### config.mk
export PLATFORM = sky130hd
export DESIGN_NAME = game_round_ctrl
export DESIGN_NICKNAME = d
export VERILOG_FILES = /design/src/rtl/game_round_ctrl.sv
export SDC_FILE = /design/constraint.sdc
export NUM_CORES = 1
export LEC_CHECK = 0
export CAP_MARGIN = 20
export CORE_UTILIZATION = 54
export DETAILED_ROUTE_END_ITERATION = 12
export PLACE_DENSITY = 0.73
export SLEW_MARGIN = 30
export SYNTH_ARGS = -nofsm -noshare
export SYNTH_HDL_FRONTEND = slang
export SYNTH_SLANG_ARGS = --single-unit
### constraint.sdc
create_clock -name clk -period 3.7 [get_ports clk]
set_input_delay 0.74 -clock clk [delete_from_list [all_inputs] [get_ports clk]]
set_output_delay 0.74 -clock clk [all_outputs]
set_load 0.01 [all_outputs]
### src/rtl/game_round_ctrl.sv
// Whack-a-mole game sequencer: runs idle/arm/play/show flow, game and round countdowns,
// difficulty level, score and high score, and tells the pattern FSM when to start a round.
module game_round_ctrl #(
    parameter int unsigned GAME_TICKS = 60000,
    parameter int unsigned ROUND_T0   = 5000,
    parameter int unsigned ROUND_STEP = 1000,
    parameter int unsigned ROUND_MIN  = 2000,
    parameter int unsigned LEVEL_HITS = 5,
    parameter int unsigned MAX_LEVEL  = 3,
    parameter int unsigned MAX_MISSES = 3,
    parameter int unsigned ARM_TICKS  = 1000,
    parameter int unsigned SHOW_TICKS = 20000
) (
    input  logic       clk,
    input  logic       rst_n,
    input  logic       start_btn,
    input  logic       any_btn,
    input  logic       hit,
    output logic       round_start,
    output logic       miss,
    output logic       play_active,
    output logic       show_score,
    output logic       new_high,
    output logic [1:0] state,
    output logic [1:0] level,
    output logic [2:0] num_lit,
    output logic [7:0] score,
    output logic [7:0] high_score
);

    typedef enum logic [1:0] {
        IDLE = 2'b00,
        ARM  = 2'b01,
        PLAY = 2'b10,
        SHOW = 2'b11
    } state_t;

    localparam logic [15:0] GAME_T   = 16'(GAME_TICKS);
    localparam logic [15:0] ARM_T    = 16'(ARM_TICKS);
    localparam logic [15:0] SHOW_T   = 16'(SHOW_TICKS);
    localparam logic [15:0] RMIN     = 16'(ROUND_MIN);
    localparam logic [17:0] R0       = 18'(ROUND_T0);
    localparam logic [17:0] RSTEP    = 18'(ROUND_STEP);
    localparam logic [17:0] RSPAN    = (ROUND_T0 > ROUND_MIN) ? 18'(ROUND_T0 - ROUND_MIN) : 18'd0;
    localparam logic [7:0]  LVL_HITS = 8'(LEVEL_HITS);
    localparam logic [7:0]  MISS_MAX = 8'(MAX_MISSES);
    localparam logic [1:0]  LVL_MAX  = 2'(MAX_LEVEL);

    state_t      state_q, state_d;
    logic        start_prev_q, start_prev_d;
    logic        rs_q, rs_d;
    logic        new_high_q, new_high_d;
    logic [1:0]  level_q, level_d;
    logic [7:0]  score_q, score_d;
    logic [7:0]  high_q, high_d;
    logic [7:0]  hit_cnt_q, hit_cnt_d;
    logic [7:0]  miss_cnt_q, miss_cnt_d;
    logic [15:0] arm_cnt_q, arm_cnt_d;
    logic [15:0] game_cnt_q, game_cnt_d;
    logic [15:0] round_cnt_q, round_cnt_d;
    logic [15:0] show_cnt_q, show_cnt_d;

    logic [17:0] round_dec;
    logic [15:0] preset;
    logic        hit_ok;
    logic        round_expire;

    // Clamp against the floor before subtracting so high levels never wrap.
    always_comb begin
        round_dec = 18'(level_q) * RSTEP;
        if (round_dec >= RSPAN) begin
            preset = RMIN;
        end else begin
            preset = 16'(R0 - round_dec);
        end
    end

    assign hit_ok       = (state_q == PLAY) && hit && !rs_q;
    assign round_expire = (state_q == PLAY) && !rs_q && (round_cnt_q <= 16'd1);

    always_comb begin
        state_d      = state_q;
        start_prev_d = start_btn;
        rs_d         = 1'b0;
        new_high_d   = new_high_q;
        level_d      = level_q;
        score_d      = score_q;
        high_d       = high_q;
        hit_cnt_d    = hit_cnt_q;
        miss_cnt_d   = miss_cnt_q;
        arm_cnt_d    = arm_cnt_q;
        game_cnt_d   = game_cnt_q;
        round_cnt_d  = round_cnt_q;
        show_cnt_d   = show_cnt_q;

        case (state_q)
            IDLE: begin
                if (start_btn && !start_prev_q) begin
                    state_d    = ARM;
                    score_d    = 8'd0;
                    level_d    = 2'd0;
                    hit_cnt_d  = 8'd0;
                    miss_cnt_d = 8'd0;
                    new_high_d = 1'b0;
                    arm_cnt_d  = 16'd0;
                end
            end
            ARM: begin
                if (start_btn || any_btn) begin
                    arm_cnt_d = 16'd0;
                end else if (arm_cnt_q + 16'd1 >= ARM_T) begin
                    state_d    = PLAY;
                    arm_cnt_d  = 16'd0;
                    game_cnt_d = GAME_T;
                    rs_d       = 1'b1;
                end else begin
                    arm_cnt_d = arm_cnt_q + 16'd1;
                end
            end
            PLAY: begin
                game_cnt_d = (game_cnt_q != 16'd0) ? game_cnt_q - 16'd1 : 16'd0;
                if (rs_q) begin
                    round_cnt_d = preset;
                end else if (round_cnt_q != 16'd0) begin
                    round_cnt_d = round_cnt_q - 16'd1;
                end
                // A hit landing on the expiry cycle takes priority over the miss.
                if (hit_ok) begin
                    rs_d = 1'b1;
                    if (score_q != 8'hFF) begin
                        score_d = score_q + 8'd1;
                    end
                    if (hit_cnt_q + 8'd1 >= LVL_HITS) begin
                        hit_cnt_d = 8'd0;
                        if (level_q < LVL_MAX) begin
                            level_d = level_q + 2'd1;
                        end
                    end else begin
                        hit_cnt_d = hit_cnt_q + 8'd1;
                    end
                end else if (round_expire) begin
                    rs_d = 1'b1;
                    if (miss_cnt_q != 8'hFF) begin
                        miss_cnt_d = miss_cnt_q + 8'd1;
                    end
                end
                if (game_cnt_q <= 16'd1 || miss_cnt_d >= MISS_MAX) begin
                    state_d    = SHOW;
                    rs_d       = 1'b0;
                    show_cnt_d = 16'd0;
                    if (score_d > high_q) begin
                        high_d     = score_d;
                        new_high_d = 1'b1;
                    end
                end
            end
            SHOW: begin
                if (show_cnt_q + 16'd1 >= SHOW_T) begin
                    state_d    = IDLE;
                    show_cnt_d = 16'd0;
                end else begin
                    show_cnt_d = show_cnt_q + 16'd1;
                end
            end
            default: state_d = IDLE;
        endcase
    end

    always_ff @(posedge clk or negedge rst_n) begin
        if (!rst_n) begin
            state_q      <= IDLE;
            start_prev_q <= 1'b0;
            rs_q         <= 1'b0;
            new_high_q   <= 1'b0;
            level_q      <= 2'd0;
            score_q      <= 8'd0;
            high_q       <= 8'd0;
            hit_cnt_q    <= 8'd0;
            miss_cnt_q   <= 8'd0;
            arm_cnt_q    <= 16'd0;
            game_cnt_q   <= 16'd0;
            round_cnt_q  <= 16'd0;
            show_cnt_q   <= 16'd0;
        end else begin
            state_q      <= state_d;
            start_prev_q <= start_prev_d;
            rs_q         <= rs_d;
            new_high_q   <= new_high_d;
            level_q      <= level_d;
            score_q      <= score_d;
            high_q       <= high_d;
            hit_cnt_q    <= hit_cnt_d;
            miss_cnt_q   <= miss_cnt_d;
            arm_cnt_q    <= arm_cnt_d;
            game_cnt_q   <= game_cnt_d;
            round_cnt_q  <= round_cnt_d;
            show_cnt_q   <= show_cnt_d;
        end
    end

    assign round_start = rs_q;
    assign miss        = round_expire && !hit;
    assign play_active = (state_q == PLAY);
    assign show_score  = (state_q == SHOW);
    assign new_high    = new_high_q;
    assign state       = state_q;
    assign level       = level_q;
    assign num_lit     = {1'b0, level_q} + 3'd1;
    assign score       = score_q;
    assign high_score  = high_q;

endmodule

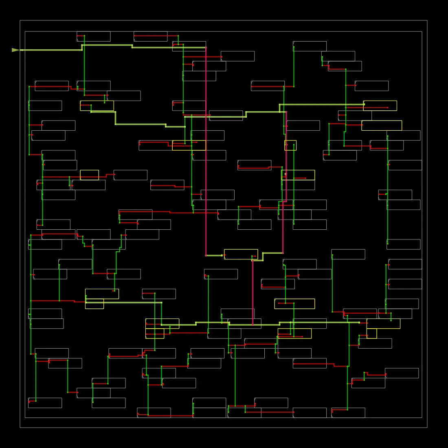
*Clock wiring as the flow saved it*
CTS Buf Count: 9
worst clock skew: 0.00792 ns
clk latency late pin: 0.36 ns
P_clk: 1090 µW

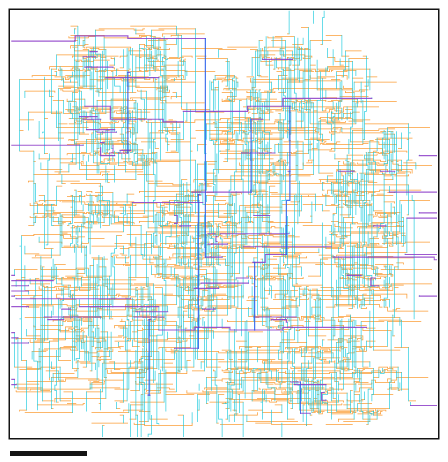
*Wiring by layer*
Bar = 20 µm.
- orange: met1 (wire length 7260 µm)
- blue: met4 (wire length 223 µm)
- purple: met3 (wire length 686 µm)
- cyan: met2 (wire length 7410 µm)
Routed WL: 15600 µm
vias: 5653
WL per Instance: 17.2 µm

==> results.py <==
# Generated from Yosys and OpenROAD reports
metrics = {
    "power": {
        "power_leader": "combinational cells",
        "combPwrFrac_pct": 42.3,
        "finalPower_uw": 4550,
        "power.density_nw_per_um2": 615,
        "powerComb_uw": 1930,
    },
    "logic_synthesis": {
        "edf_count": 0,
        "flop_cell": "dfrtp_1",
        "synth.distinct_cells": 75,
        "syn_inst": 720,
        "synthTopCellsByCount": "103 x dfrtp_1, 63 x nand2_1, 55 x nor2_1, 47 x o21ai_0, 44 x a21oi_1",
        "fp_nets": 754,
        "yosysCellCount": 720,
    },
    "setup_path": {
        "path_cells": "inv_1, ha_1, nor2b_1, nand2_1, a31oi_1, mux2_2, ha_1, nor2b_1, o21a_1, o21a_1, o21ai_0, a21oi_2, nand3_4, mux2_4",
        "crit_required_ns": 3.95,
        "critPathCapture": "high_score[4]",
        "path_depth": 14,
        "end_kind": "register",
        "arrival_ns": 3.67,
        "r2r_end": "high_score[4]",
    },
    "sta": {
        "rsz0062_at_grt": "false",
        "max_freq_ghz": 0.292,
        "hold_viol": 0,
        "slew_headroom_pct": 43.0,
        "post-route-period-util_pct": 92.5,
        "tightest_slew_ns": 0.851,
    },
    "finish": {
        "lay_top_count": "dfrtp_1",
        "comb_area_um2": 3690,
        "final_design_area_no_fill_um2": 7400,
        "clkbuf_count": 12,
        "buffer_area_share_pct": 6.37,
        "n_antenna_cell": 0,
        "nonClockInverterCount": 38,
        "signal_buffers": 52,
        "area_delta_synth_final_pct": 13.6,
    },
    "global_route": {
        "grt_pass1_wl_um": 26200,
        "grt_max_degree": 86,
        "overflow": 0,
        "grtUsageTotal_pct": 25.9,
    },
    "floorplan": {
        "die.size.y_um": 112,
        "io_pins": 33,
        "n_tap_cell": 143,
    },
    "status": {
        "outcome": "completed",
    },
    "cts": {
        "clk_path_buf_depth": 2,
        "cts_tree": "done",
    },
    "route": {
        "drt-vias-per-instance": 6.25,
        "drt_iter0_drc": 420,
        "ant_nets": 0,
    },
    "placement": {
        "port_buffers": 32,
        "dpl-instance-area_um2": 7050,
    },
    "hold_path": {
        "min_path_type": "in2async",
    },
}
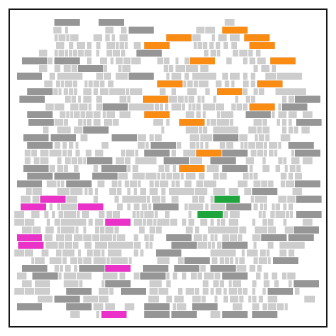
*Where the registers sit*
Other sequential cells in the stronger grey, the rest of the logic in the fainter grey.
- green: `state` (flops 2)
- orange: `round_cnt_q` (flops 16)
- magenta: `score` (flops 8)
- not coloured: 77
seq pwr: 1540 µW
Seq area share: 34.8%

==> state kept, by name, indices dropped and copies added, names as in the netlist, 8 cells and up <==
signal       count
score            8
game_cnt_q      16
miss_cnt_q       8
show_cnt_q      16
hit_cnt_q        8
arm_cnt_q       16
round_cnt_q     16
high_score       8
==> worst reg2reg max path: cells and delay by family (launching register included) <==
family | cells | cell delay (ns)
AND-OR/OR-AND | 5 | 0.88
multiplexers | 2 | 0.72
buffers and inverters | 1 | 0.12
flip-flops | 1 | 0.42
adder cells (fa/ha/maj) | 2 | 0.49
AND/OR/NAND/NOR | 4 | 0.70
==> metal layers <==
layer  GRT usage, %  routed length [µm]  vias up
met4           7.75                 222        0
met3           5.61                 686       17
met2           43.0                7410      134
li1               -                   -     2747
met1           34.0                7260     2755
met5              0                   0        -
No activity file was given, so power comes from the tool's default toggle rates.
